**src/rtl/byte_serializer.sv**
```systemverilog
// Byte FIFO feeding a one-bit-per-clock serializer with optional inter-byte gap.
// Define SERIALIZER_LSB_FIRST_EN to shift bit 0 out first; MSB first otherwise.
module byte_serializer #(
  parameter int DATA_W     = 8,
  parameter int FIFO_DEPTH = 4,
  parameter int GAP        = 0
) (
  input  logic                          clk,
  input  logic                          arst,
  input  logic [DATA_W-1:0]             s_data,
  input  logic                          s_valid,
  output logic                          s_ready,
  output logic                          data,
  output logic                          en,
  output logic                          byte_done,
  output logic [$clog2(FIFO_DEPTH):0]   fifo_count
);

  localparam int PW = $clog2(FIFO_DEPTH);
  localparam int CW = PW + 1;
  localparam int BW = $clog2(DATA_W);
  localparam logic [BW-1:0] BIT_LAST = BW'(DATA_W - 1);
  localparam logic [3:0]    GAP_LAST = (GAP > 0) ? 4'(GAP - 1) : 4'd0;

  typedef enum logic [1:0] {
    S_IDLE  = 2'd0,
    S_SHIFT = 2'd1,
    S_GAP   = 2'd2
  } state_t;

  state_t              state_q, state_d;
  logic [DATA_W-1:0]   mem_q [FIFO_DEPTH];
  logic [DATA_W-1:0]   mem_d [FIFO_DEPTH];
  logic [PW-1:0]       wr_ptr_q, wr_ptr_d, rd_ptr_q, rd_ptr_d;
  logic [CW-1:0]       count_q, count_d;
  logic [DATA_W-1:0]   shreg_q, shreg_d;
  logic [BW-1:0]       bit_cnt_q, bit_cnt_d;
  logic [3:0]          gap_cnt_q, gap_cnt_d;
  logic                data_q, data_d, en_q, en_d;
  logic                wr_s, pop_s, last_bit_s, not_empty_s;
  logic [DATA_W-1:0]   head_s, shifted_s;

  assign s_ready     = (count_q != CW'(FIFO_DEPTH));
  assign wr_s        = s_valid && s_ready;
  assign not_empty_s = (count_q != '0);
  assign head_s      = mem_q[rd_ptr_q];
  assign last_bit_s  = (bit_cnt_q == BIT_LAST);
  assign fifo_count  = count_q;
  assign data        = data_q;
  assign en          = en_q;

`ifdef SERIALIZER_LSB_FIRST_EN
  assign shifted_s = {1'b0, shreg_q[DATA_W-1:1]};
`else
  assign shifted_s = {shreg_q[DATA_W-2:0], 1'b0};
`endif

  // State and datapath registers
  always_ff @(posedge clk or posedge arst) begin
    if (arst) begin
      state_q   <= S_IDLE;
      wr_ptr_q  <= '0;
      rd_ptr_q  <= '0;
      count_q   <= '0;
      shreg_q   <= '0;
      bit_cnt_q <= '0;
      gap_cnt_q <= 4'd0;
      data_q    <= 1'b0;
      en_q      <= 1'b0;
      for (int i = 0; i < FIFO_DEPTH; i++) mem_q[i] <= '0;
    end else begin
      state_q   <= state_d;
      wr_ptr_q  <= wr_ptr_d;
      rd_ptr_q  <= rd_ptr_d;
      count_q   <= count_d;
      shreg_q   <= shreg_d;
      bit_cnt_q <= bit_cnt_d;
      gap_cnt_q <= gap_cnt_d;
      data_q    <= data_d;
      en_q      <= en_d;
      mem_q     <= mem_d;
    end
  end

  // Next state, shift register and pop decision
  always_comb begin
    state_d   = state_q;
    shreg_d   = shreg_q;
    bit_cnt_d = bit_cnt_q;
    gap_cnt_d = gap_cnt_q;
    pop_s     = 1'b0;
    case (state_q)
      S_IDLE: begin
        if (not_empty_s) begin
          pop_s     = 1'b1;
          shreg_d   = head_s;
          bit_cnt_d = '0;
          state_d   = S_SHIFT;
        end else begin
          state_d = S_IDLE;
        end
      end
      S_SHIFT: begin
        if (!last_bit_s) begin
          bit_cnt_d = bit_cnt_q + 1'b1;
          shreg_d   = shifted_s;
        end else if (GAP > 0) begin
          gap_cnt_d = 4'd0;
          state_d   = S_GAP;
        end else if (not_empty_s) begin
          pop_s     = 1'b1;
          shreg_d   = head_s;
          bit_cnt_d = '0;
        end else begin
          state_d = S_IDLE;
        end
      end
      S_GAP: begin
        if (gap_cnt_q != GAP_LAST) begin
          gap_cnt_d = gap_cnt_q + 4'd1;
        end else if (not_empty_s) begin
          pop_s     = 1'b1;
          shreg_d   = head_s;
          bit_cnt_d = '0;
          state_d   = S_SHIFT;
        end else begin
          state_d = S_IDLE;
        end
      end
      default: state_d = S_IDLE;
    endcase
  end

  // FIFO pointers, occupancy and storage; a refused write never sees the pop
  always_comb begin
    mem_d    = mem_q;
    wr_ptr_d = wr_ptr_q;
    rd_ptr_d = rd_ptr_q;
    if (wr_s) begin
      mem_d[wr_ptr_q] = s_data;
      wr_ptr_d        = wr_ptr_q + 1'b1;
    end else begin
      wr_ptr_d = wr_ptr_q;
    end
    if (pop_s) begin
      rd_ptr_d = rd_ptr_q + 1'b1;
    end else begin
      rd_ptr_d = rd_ptr_q;
    end
    case ({wr_s, pop_s})
      2'b10:   count_d = count_q + 1'b1;
      2'b01:   count_d = count_q - 1'b1;
      default: count_d = count_q;
    endcase
  end

  // Registered serial outputs track the bit that will sit at the shift head
  always_comb begin
    en_d      = (state_d == S_SHIFT);
    byte_done = (state_q == S_SHIFT) && last_bit_s;
    if (en_d) begin
`ifdef SERIALIZER_LSB_FIRST_EN
      data_d = shreg_d[0];
`else
      data_d = shreg_d[DATA_W-1];
`endif
    end else begin
      data_d = 1'b0;
    end
  end

endmodule

```
**config.mk**
```make
export PLATFORM = sky130hd
export DESIGN_NAME = byte_serializer
export DESIGN_NICKNAME = d
export VERILOG_FILES = /design/src/rtl/byte_serializer.sv
export SDC_FILE = /design/constraint.sdc
export NUM_CORES = 1
export LEC_CHECK = 0
export CAP_MARGIN = 20
export CELL_PAD_IN_SITES_DETAIL_PLACEMENT = 0
export CELL_PAD_IN_SITES_GLOBAL_PLACEMENT = 1
export CORE_MARGIN = 2
export CORE_UTILIZATION = 37
export DETAILED_ROUTE_END_ITERATION = 8
export GPL_ROUTABILITY_DRIVEN = 0
export PLACE_DENSITY_LB_ADDON = 0.1
export SETUP_SLACK_MARGIN = 0.02
export SLEW_MARGIN = 10
export SYNTH_ARGS = -nofsm -noshare
export SYNTH_HDL_FRONTEND = slang
export SYNTH_SLANG_ARGS = --single-unit
```
**constraint.sdc**
```tcl
create_clock -name clk -period 3.1 [get_ports clk]
set_input_delay 0.62 -clock clk [delete_from_list [all_inputs] [get_ports clk]]
set_output_delay 0.62 -clock clk [all_outputs]
set_load 0.02 [all_outputs]
```
==> results.json <==
{
  "status": "finished, final reports clean",
  "p_sw_share_pct": 31.76,
  "yosys_warnings": 0,
  "grt_pass1_wl_um": 8845,
  "die_w_um": 88.83,
  "p_switching_uw": 1031,
  "grt_setup_unrepaired": "no",
  "lay_top_count": "dfrtp_1",
  "fill_cells": 630,
  "overflow": 0,
  "fin_crit_sh_pct": 90.62,
  "worstMarginPinSlew_ns": 0.5695,
  "synth_seq_share_pct": 54.51,
  "postRouteAntennaNets": 0,
  "ys_sh_adder_pct": 4.981,
  "syn_area_mm2": 0.002663,
  "die_h_um": 88.83,
  "tool_warnings": 30,
  "preCtsSetupSlack_ns": 0.2823,
  "htreeDepth": 3,
  "hold_buffers": 0,
  "ys_types": 35,
  "hold_class": "reg -> reg",
  "setup_viol_count_final": 0,
  "fin_area_mm2": 0.003181,
  "slew_violations": 0,
  "setup_tns_ns": 0,
  "postCtsSetupBuffers": 0,
  "crit_type": "reg -> reg",
  "min_to": "bit_cnt_q[0]",
  "clk_latency_ns": 0.33,
  "mux_area_share_pct": 23.73,
  "worstPathRequired_ns": 3.36,
  "crit_path_end": "fifo_count[2]",
  "antenna_found_initial": 0,
  "maxCapViolCount": 0,
  "ys_area_mm2": 0.002663,
  "fmax_mhz": 356.0,
  "num_vias": 1579,
  "nets": 243,
  "arrival_ns": 3.07,
  "cts_resized": 0,
  "p_clk_share_pct": 22.4,
  "regArea_mm2": 0.001451,
  "crit_path_max_incr_delay_ns": 0.61,
  "crit_fanout": 3,
  "area_delta_synth_final_pct": 19.45,
  "grt_usage_pct": 15.45,
  "whs_ns": 0.4806,
  "worstReg2RegEnd": "fifo_count[2]",
  "layout_top_cells": "dfrtp_1 (58), mux2_2 (33), clkdlybuf4s50_1 (17)",
  "grt_start_max_net_pins": 23,
  "fp-row-count": 30,
  "diodes": 0,
  "internal_power_uw": 2216,
  "syn_inst": 194,
  "edf_count": 0,
  "slowest_stage": "or4b_2",
  "synth_stat.cells": 194,
  "totalWireLength_um": 5155,
  "power_frac_comb_pct": 37.2,
  "holdPathStages": 1,
  "seqPwrFrac_pct": 40.3,
  "fin_total_pwr_uw": 3247,
  "simple_gate_share_pct": 7.190,
  "critPathLaunch": "gap_cnt_q[0]",
  "avgSynthCellArea_um2": 13.72,
  "drc": 0,
  "critPathCaptureType": "register",
  "syn_nets": 215,
  "cts.path.max_buffers": 2,
  "clkSlewWorstSetupHoldPaths_ns": 0.07,
  "pwr_density_cell_mw_per_mm2": 1021,
  "clock-root-buffer": "clkbuf_8",
  "max-vdd-ir-drop_v": 0.0004199,
  "ff_type": "dfrtp_1",
  "start_kind": "register",
  "fp_util_pct": 38.76,
  "finalWorstSetupSlack_ns": 0.2907,
  "dp_hpwl_um": 3621,
  "async_flop_share_pct": 100.0,
  "wl_per_cell_um": 15.96,
  "worstReg2RegStart": "gap_cnt_q[0]",
  "drive_above_1_share_pct": 30.40,
  "path_cells": "inv_1 -> ha_1 -> or4b_2 -> o21ai_0 -> and2_1 -> ha_1 -> inv_1 -> fa_1 -> xor2_1 -> nor2_1 -> xor2_1",
  "vias_per_cell": 4.889,
  "reg2reg_depth": 11,
  "hp-start": "bit_cnt_q[0]",
  "fin_cells": 323,
  "io_pins": 18,
  "slew_headroom_pct": 61.74,
  "post-place-cells": 307,
  "drt-pass1-iter-count": 4,
  "core_area_mm2": 0.006869,
  "ys_ff": 58,
  "ys_top_logic_family": "multiplexers",
  "finalHoldViolations": 0,
  "die_area_mm2": 0.007891,
  "fin_util_pct": 46.30,
  "grt_pass1_vias": 1719,
  "synthAoiAreaFrac_pct": 4.793,
  "ff2ff_setup_slack_ns": 0.29,
  "period_needed_ns": 2.809,
  "combGateArea_mm2": 0.001154,
  "ys_sh_xor_pct": 2.632,
  "drt-initial-drc-count": 83,
  "dpl_cell_area_mm2": 0.002967,
  "port-buffer-count": 17,
  "p_leak_uw": 0.001426,
  "cts_tree": "done"
}
layout make-up:
| cell class | instances | share of cell area [%] |
|---|---|---|
| flip-flops and latches | 58 | 45.63 |
| multi-input cells | 121 | 36.27 |
| repair buffers | 21 | 6.294 |
| well taps | 96 | 3.777 |
| clock inverters | 4 | 1.534 |
| inverters | 11 | 1.298 |
| clock buffers | 12 | 5.193 |
cells in the mapped netlist (all sizes together) (3+ instances only):
library cell / n / area, um2
and2: 3 / 20.02
clkbuf: 3 / 11.26
dfrtp: 58 / 1451
ha: 9 / 112.6
inv: 11 / 41.29
mux2: 33 / 371.6
mux2i: 8 / 80.08
mux4: 8 / 180.2
nand2: 16 / 60.06
nor2: 5 / 18.77
o21ai: 9 / 45.04
xnor2: 5 / 43.79
xor2: 3 / 26.28
power by group through the flow:
stage | sequential (uW) | clock (uW) | combinational (uW)
2_1_floorplan | 1260 | 0 | 935
3_3_place_gp | 1300 | 0 | 1180
3_5_place_dp | 1330 | 0 | 1230
4_1_cts | 1310 | 749 | 1230
5_1_grt | 1350 | 789 | 1340
6_report | 1310 | 729 | 1210
worst max-delay path, delay by kind of cell, from the launching register on:
kind	cells	cell delay, ns
AND-OR/OR-AND	1	0.17
XOR/XNOR	2	0.30
adder cells (fa/ha/maj)	3	0.76
buffers and inverters	2	0.18
flip-flops	1	0.39
AND/OR/NAND/NOR	3	0.95
per-layer routing:
metal / GRT usage (%) / part of all wire (%) / routed length, um
met2: 25.37 / 49 / 2548
met1: 19.08 / 46 / 2360
met3: 3.638 / 2.5 / 129
met4: 7.713 / 2.3 / 116
met5: 0 / 0 / 0
registers in the layout, indices dropped and copies added, names as in the netlist:
register and cells:
mem_q 32, shreg_q 8, gap_cnt_q 4, bit_cnt_q 3, fifo_count 3, rd_ptr_q 2, state_q 2, wr_ptr_q 2
data 1, en 1
Signal wires on met1:
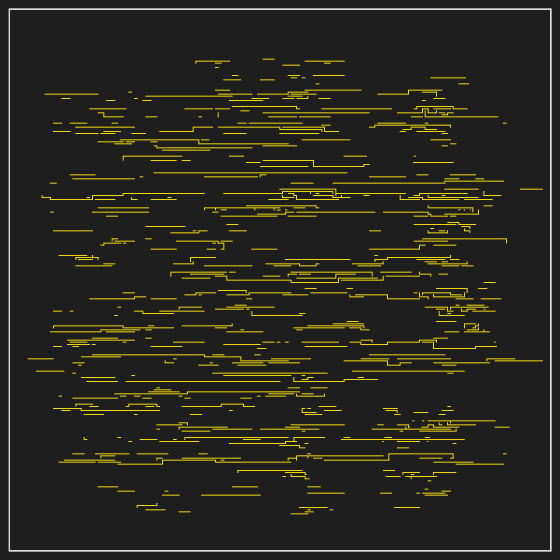
main direction	horizontal
share of all routed wire	46%
longest straight run	31.7 um
nets with wire on the layer	213

Wire density map:
The bar under the picture is 20 um long. The die is cut into 18 by 18 equal tiles; dark blue is low, red is high, scaled to the fullest tile. Values are wire area over tile area, all layers added.
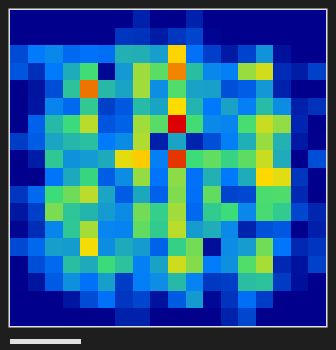
nearly empty tiles	22%
tiles over half the peak	16%
emptiest ninth of the die	top right

The clock network:
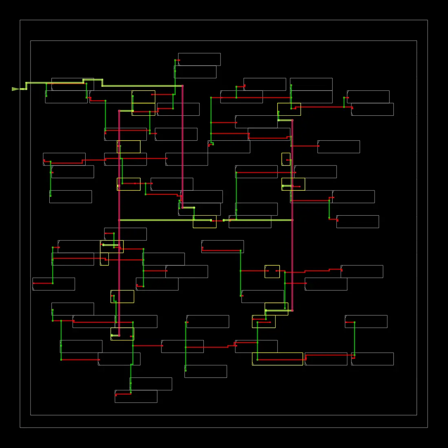
Clock Sinks: 58
CTS Buf Count: 9
clock skew: 0.007584 ns
layout clock buffer count: 12

Cell classes on the final placement:
Fill, decap, tap and diode cells in gray.
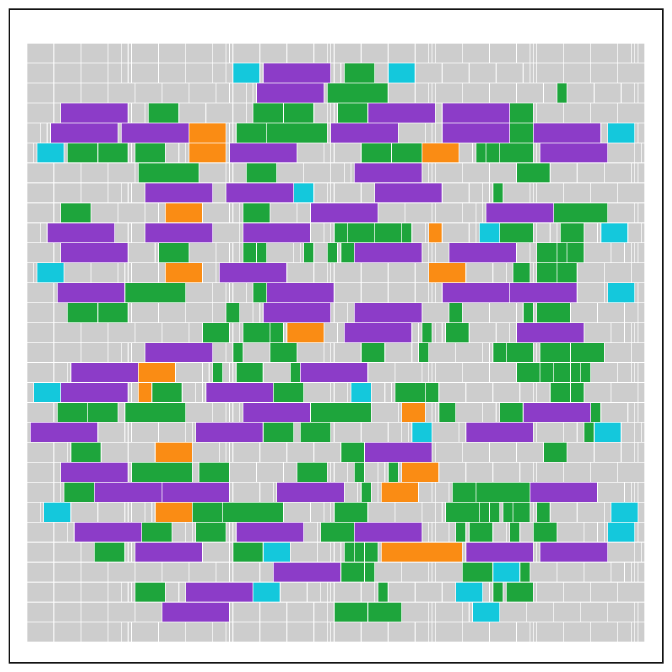
class	color	cells	share of their area
other buffers and delay cells	cyan	21	6.5%
flip-flops	purple	58	47%
clock drivers and dummy loads	orange	16	7.0%
all other logic	green	132	39%

Power and IR drop assume default switching activity.
